--- config.mk ---
export PLATFORM = sky130hd
export DESIGN_NAME = dac_wave_gen
export DESIGN_NICKNAME = d
export VERILOG_FILES = /design/src/rtl/dac_wave_gen.sv
export SDC_FILE = /design/constraint.sdc
export NUM_CORES = 1
export LEC_CHECK = 0
export CAP_MARGIN = 20
export CORE_UTILIZATION = 45
export DETAILED_ROUTE_END_ITERATION = 16
export GPL_TIMING_DRIVEN = 0
export MAX_ROUTING_LAYER = met4
export PLACE_DENSITY = 0.67
export SYNTH_ARGS = -nofsm -noshare
export SYNTH_HDL_FRONTEND = slang
export SYNTH_SLANG_ARGS = --single-unit
export TNS_END_PERCENT = 100
--- constraint.sdc ---
create_clock -name clk -period 3.4 [get_ports clk]
set_input_delay 0.68 -clock clk [delete_from_list [all_inputs] [get_ports clk]]
set_output_delay 0.68 -clock clk [all_outputs]
set_load 0.03 [all_outputs]
--- src/rtl/dac_wave_gen.sv ---
// Multi-mode waveform generator for an N-bit ladder DAC: saw-up, saw-down, triangle, square.
// Mode and amplitude are latched only at period boundaries so the output never glitches.
module dac_wave_gen #(
  parameter int DATA_W = 4,
  parameter int DIV_W  = 16
) (
  input  logic              clk,
  input  logic              rst,
  input  logic              en,
  input  logic [1:0]        k,
  input  logic [DIV_W-1:0]  div,
  input  logic [DATA_W-1:0] peak,
  output logic [DATA_W-1:0] out,
  output logic              period_start
);

  // mode       | meaning
  // MODE_SAW_UP| 0,1,..,P then boundary
  // MODE_SAW_DN| P,P-1,..,0 then boundary
  // MODE_TRI   | 0..P..1, dir tracks slope
  // MODE_SQUARE| P for P+1 ticks, 0 for P+1 ticks, ph counts within a half
  localparam logic [1:0] MODE_SAW_UP = 2'b00;
  localparam logic [1:0] MODE_SAW_DN = 2'b01;
  localparam logic [1:0] MODE_TRI    = 2'b10;
  localparam logic [1:0] MODE_SQUARE = 2'b11;

  localparam logic [DATA_W-1:0] ONE     = 1;
  localparam logic [DIV_W-1:0]  CNT_ONE = 1;

  logic [DIV_W-1:0]  cnt;
  logic              tick;
  logic [1:0]        mode_q;
  logic [DATA_W-1:0] peak_q;
  logic [DATA_W-1:0] ph;
  logic              dir;
  logic              half;
  logic              load_pend;

  logic              wrap;
  logic [DATA_W-1:0] nxt_out;
  logic [DATA_W-1:0] nxt_ph;
  logic              nxt_dir;
  logic              nxt_half;
  logic [DATA_W-1:0] start_val;

  assign tick = en && (cnt == div);

  assign start_val = (k == MODE_SAW_DN || k == MODE_SQUARE) ? peak : '0;

  always_comb begin
    wrap     = 1'b0;
    nxt_out  = out;
    nxt_ph   = ph;
    nxt_dir  = dir;
    nxt_half = half;
    // A zero-amplitude period is a single tick long in every mode.
    if (peak_q == '0) begin
      wrap = 1'b1;
    end else begin
      case (mode_q)
        MODE_SAW_UP: begin
          if (out == peak_q) wrap = 1'b1;
          else               nxt_out = out + ONE;
        end
        MODE_SAW_DN: begin
          if (out == '0) wrap = 1'b1;
          else           nxt_out = out - ONE;
        end
        MODE_TRI: begin
          if (dir) begin
            if (out == peak_q) begin
              if (peak_q == ONE) begin
                wrap = 1'b1;
              end else begin
                nxt_dir = 1'b0;
                nxt_out = out - ONE;
              end
            end else begin
              nxt_out = out + ONE;
            end
          end else begin
            if (out == ONE) wrap = 1'b1;
            else            nxt_out = out - ONE;
          end
        end
        default: begin
          if (ph == peak_q) begin
            if (half) begin
              nxt_half = 1'b0;
              nxt_ph   = '0;
              nxt_out  = '0;
            end else begin
              wrap = 1'b1;
            end
          end else begin
            nxt_ph = ph + ONE;
          end
        end
      endcase
    end
  end

  always_ff @(posedge clk or negedge rst) begin
    if (!rst) begin
      cnt          <= '0;
      out          <= '0;
      period_start <= 1'b0;
      mode_q       <= MODE_SAW_UP;
      peak_q       <= '0;
      ph           <= '0;
      dir          <= 1'b1;
      half         <= 1'b1;
      load_pend    <= 1'b1;
    end else begin
      if (en) cnt <= tick ? '0 : cnt + CNT_ONE;
      if (tick) begin
        if (load_pend || wrap) begin
          mode_q       <= k;
          peak_q       <= peak;
          out          <= start_val;
          ph           <= '0;
          dir          <= 1'b1;
          half         <= 1'b1;
          load_pend    <= 1'b0;
          period_start <= 1'b1;
        end else begin
          out          <= nxt_out;
          ph           <= nxt_ph;
          dir          <= nxt_dir;
          half         <= nxt_half;
          period_start <= 1'b0;
        end
      end else begin
        period_start <= 1'b0;
      end
    end
  end

endmodule
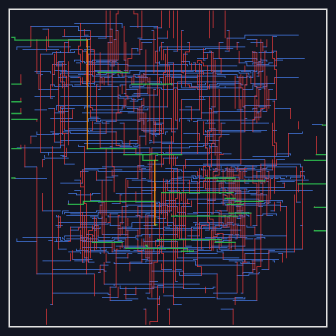
metal_stack.png
Key: red = met2 [wire length 2340 µm]; blue = met1 [wire length 2620 µm]; green = met3 [wire length 229 µm]; orange = met4 [wire length 40.1 µm]

==> flow_metrics.py <==
# Generated from Yosys and OpenROAD reports
metrics = {
    "synthesis": {
        "synth_top_area_share_pct": 33.90,
        "syn_avg_cell_area_um2": 9.303,
        "netlist_instances": 246,
        "mux_area_share_pct": 5.686,
        "simple_gate_share_pct": 20.07,
        "netlist_logic_family_top": "simple AND/OR/NAND/NOR gates",
        "edf_count": 0,
        "postSynthSeqShare_pct": 37.34,
        "ys_warn_count": 0,
        "synth.area.top_cells": "dfrtp_1 34%, xor2_1 6.9%, xnor2_1 6.1%",
        "ys_sh_aoi_pct": 15.20,
        "ys.flops": 34,
        "synth.most_common_cell": "dfrtp_1",
        "syn_area_um2": 2288,
        "synthTopCellsByCount": "31 x dfrtp_1, 18 x xor2_1, 17 x nor2_1",
        "xor_share_pct": 13.01,
        "flop_cell": "dfrtp_1",
        "fa_ha_area_share_pct": 5.467,
    },
    "worst_setup_path": {
        "critPathArrivalTime_ns": 3.25,
        "cpPeakStageDelay_ns": 0.71,
        "r2r-start": "out[2]",
        "critPathMaxFanout": 10,
        "path_cells": "clkdlybuf4s50_1 -> xor2_1 -> nor4_1 -> nand2_1 -> nor4_2 -> and2_1 -> buf_2 -> mux2_1",
        "crit_family": "simple AND/OR/NAND/NOR gates",
        "r2r_setup_slack_ns": 0.49,
        "worst_r2r_endpoint": "mode_q[1]",
    },
    "cells_and_area": {
        "mostFrequentLayoutCell": "dfrtp_1",
        "layout_top_cells": "31 x dfrtp_1, 27 x clkdlybuf4s50_1, 18 x xor2_1, 17 x nor2_1",
        "logic_area_um2": 1360,
        "final_nets": 316,
        "n_antenna_cell": 0,
        "num-nonclk-buffers": 38,
        "inverters": 9,
        "final-seq-area_um2": 854.6,
        "clkbuf_count": 6,
        "dominant_cells": "multi-input combinational cells",
        "comb_share_pct": 49.32,
        "nFillCells": 449,
        "top_register": "cnt",
        "finalInstanceArea_um2": 2758,
        "syn2layout_area_growth_pct": 20.50,
        "largest_reg_flops": 16,
    },
    "clock_network": {
        "cts_root_buffer": "clkbuf_8",
        "path_clk_slew_ns": 0.07,
        "clk_latency_ns": 0.28,
        "clockBufferDepth": 2,
        "cts_tree": "done",
        "h-tree-depth": 2,
    },
    "floorplanning": {
        "chipWidth_um": 73.31,
        "num_rows": 25,
        "die_area_um2": 5374,
        "io_pins": 30,
        "tap_cells": 67,
        "coreArea_um2": 4817,
    },
    "pwr": {
        "vdd_drop_max_mv": 0.2170,
        "power_leakage_nw": 1.135,
        "power_mw": 0.9906,
    },
    "placement": {
        "place_inst": 341,
        "place_congestion": 0.9114,
        "place_area_um2": 2648,
        "portBuffers": 28,
        "dp_hpwl_mm": 3.938,
        "dpl_worst_slack_ns": -0.03310,
    },
    "route": {
        "route.detailed.drc": 0,
        "wl_mm": 5.237,
        "via_per_inst": 5.521,
        "top_layer_used": "met4",
        "num_vias": 1927,
        "m1WireLength_mm": 2.624,
        "drtIter0Drc": 162,
        "wl_met2_mm": 2.342,
        "dr.pass1.iters": 4,
    },
    "global_route": {
        "antenna_found_initial": 0,
        "gr-usage-met2_pct": 32.20,
        "grt.busiest_layer": "met1",
        "grt_pass1_vias": 1837,
        "grt_max_degree": 35,
        "grt_pass1_wl_mm": 8.783,
        "grt.met3_usage_pct": 4.115,
        "overflow": 0,
    },
    "min_path": {
        "hp-class": "in2async",
    },
    "final_timing": {
        "finalWorstSetupSlack_ns": 0.3148,
        "post-route-min-period_ns": 3.085,
        "fmax_mhz": 324.1,
        "finalClockPeriodUsage_pct": 90.74,
        "max-slew-margin-rel_pct": 30.69,
        "fin_skew_ns": 0.002567,
        "setup_tns_ns": 0,
        "whs_ns": 0.4694,
        "finalHoldViolCount": 0,
        "finalSetupViolCount": 0,
        "rsz0062_at_grt": "no",
        "worst_pin_slew_ns": 1.030,
    },
    "outcome": {
        "status": "complete, no violations",
    },
    "job": {
        "warning_count": 32,
    },
}
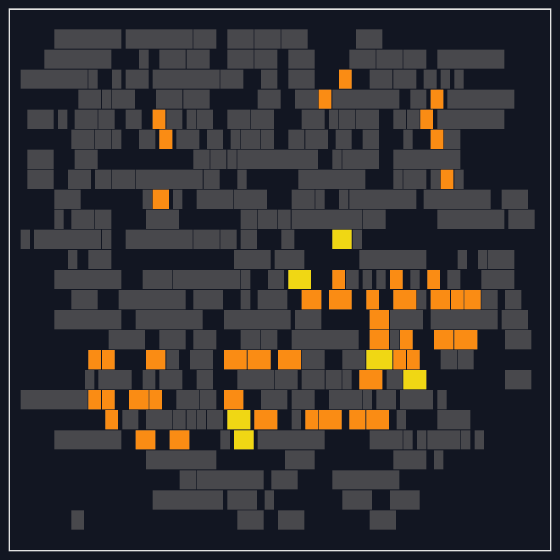
gate_families.png
Key: orange = inverting AOI/OAI gates [cells 46]; yellow = AND-OR and OR-AND gates [cells 6]

worst max path at each step:
stage	endpoint	slack (ns)	cells past startpoint	from
final	mode_q[1]	0.31	8	div[12]
after global routing	mode_q[1]	0.08	8	div[12]
after CTS	mode_q[1]	0.27	8	div[12]
after detailed placement	mode_q[1]	-0.03	8	div[12]
after global placement	peak_q[0]	0.06	8	div[12]
after floorplan	mode_q[0]	0.83	8	out[2]
power breakdown:
group          switching (mW)  leakage [nW]  internal [mW]
Combinational          0.0792         0.635         0.0761
Sequential             0.0345         0.449          0.433
Clock                   0.149        0.0514          0.219
Total                   0.263          1.14          0.728
cell families after synthesis:
group | after synthesis
adder cells (fa/ha/maj) | 10
AND/OR/NAND/NOR | 85
multiplexers | 12
flip-flops | 34
XOR/XNOR | 34
buffers and inverters | 19
AND-OR/OR-AND | 52
Power is estimated from default activity; no workload was simulated.
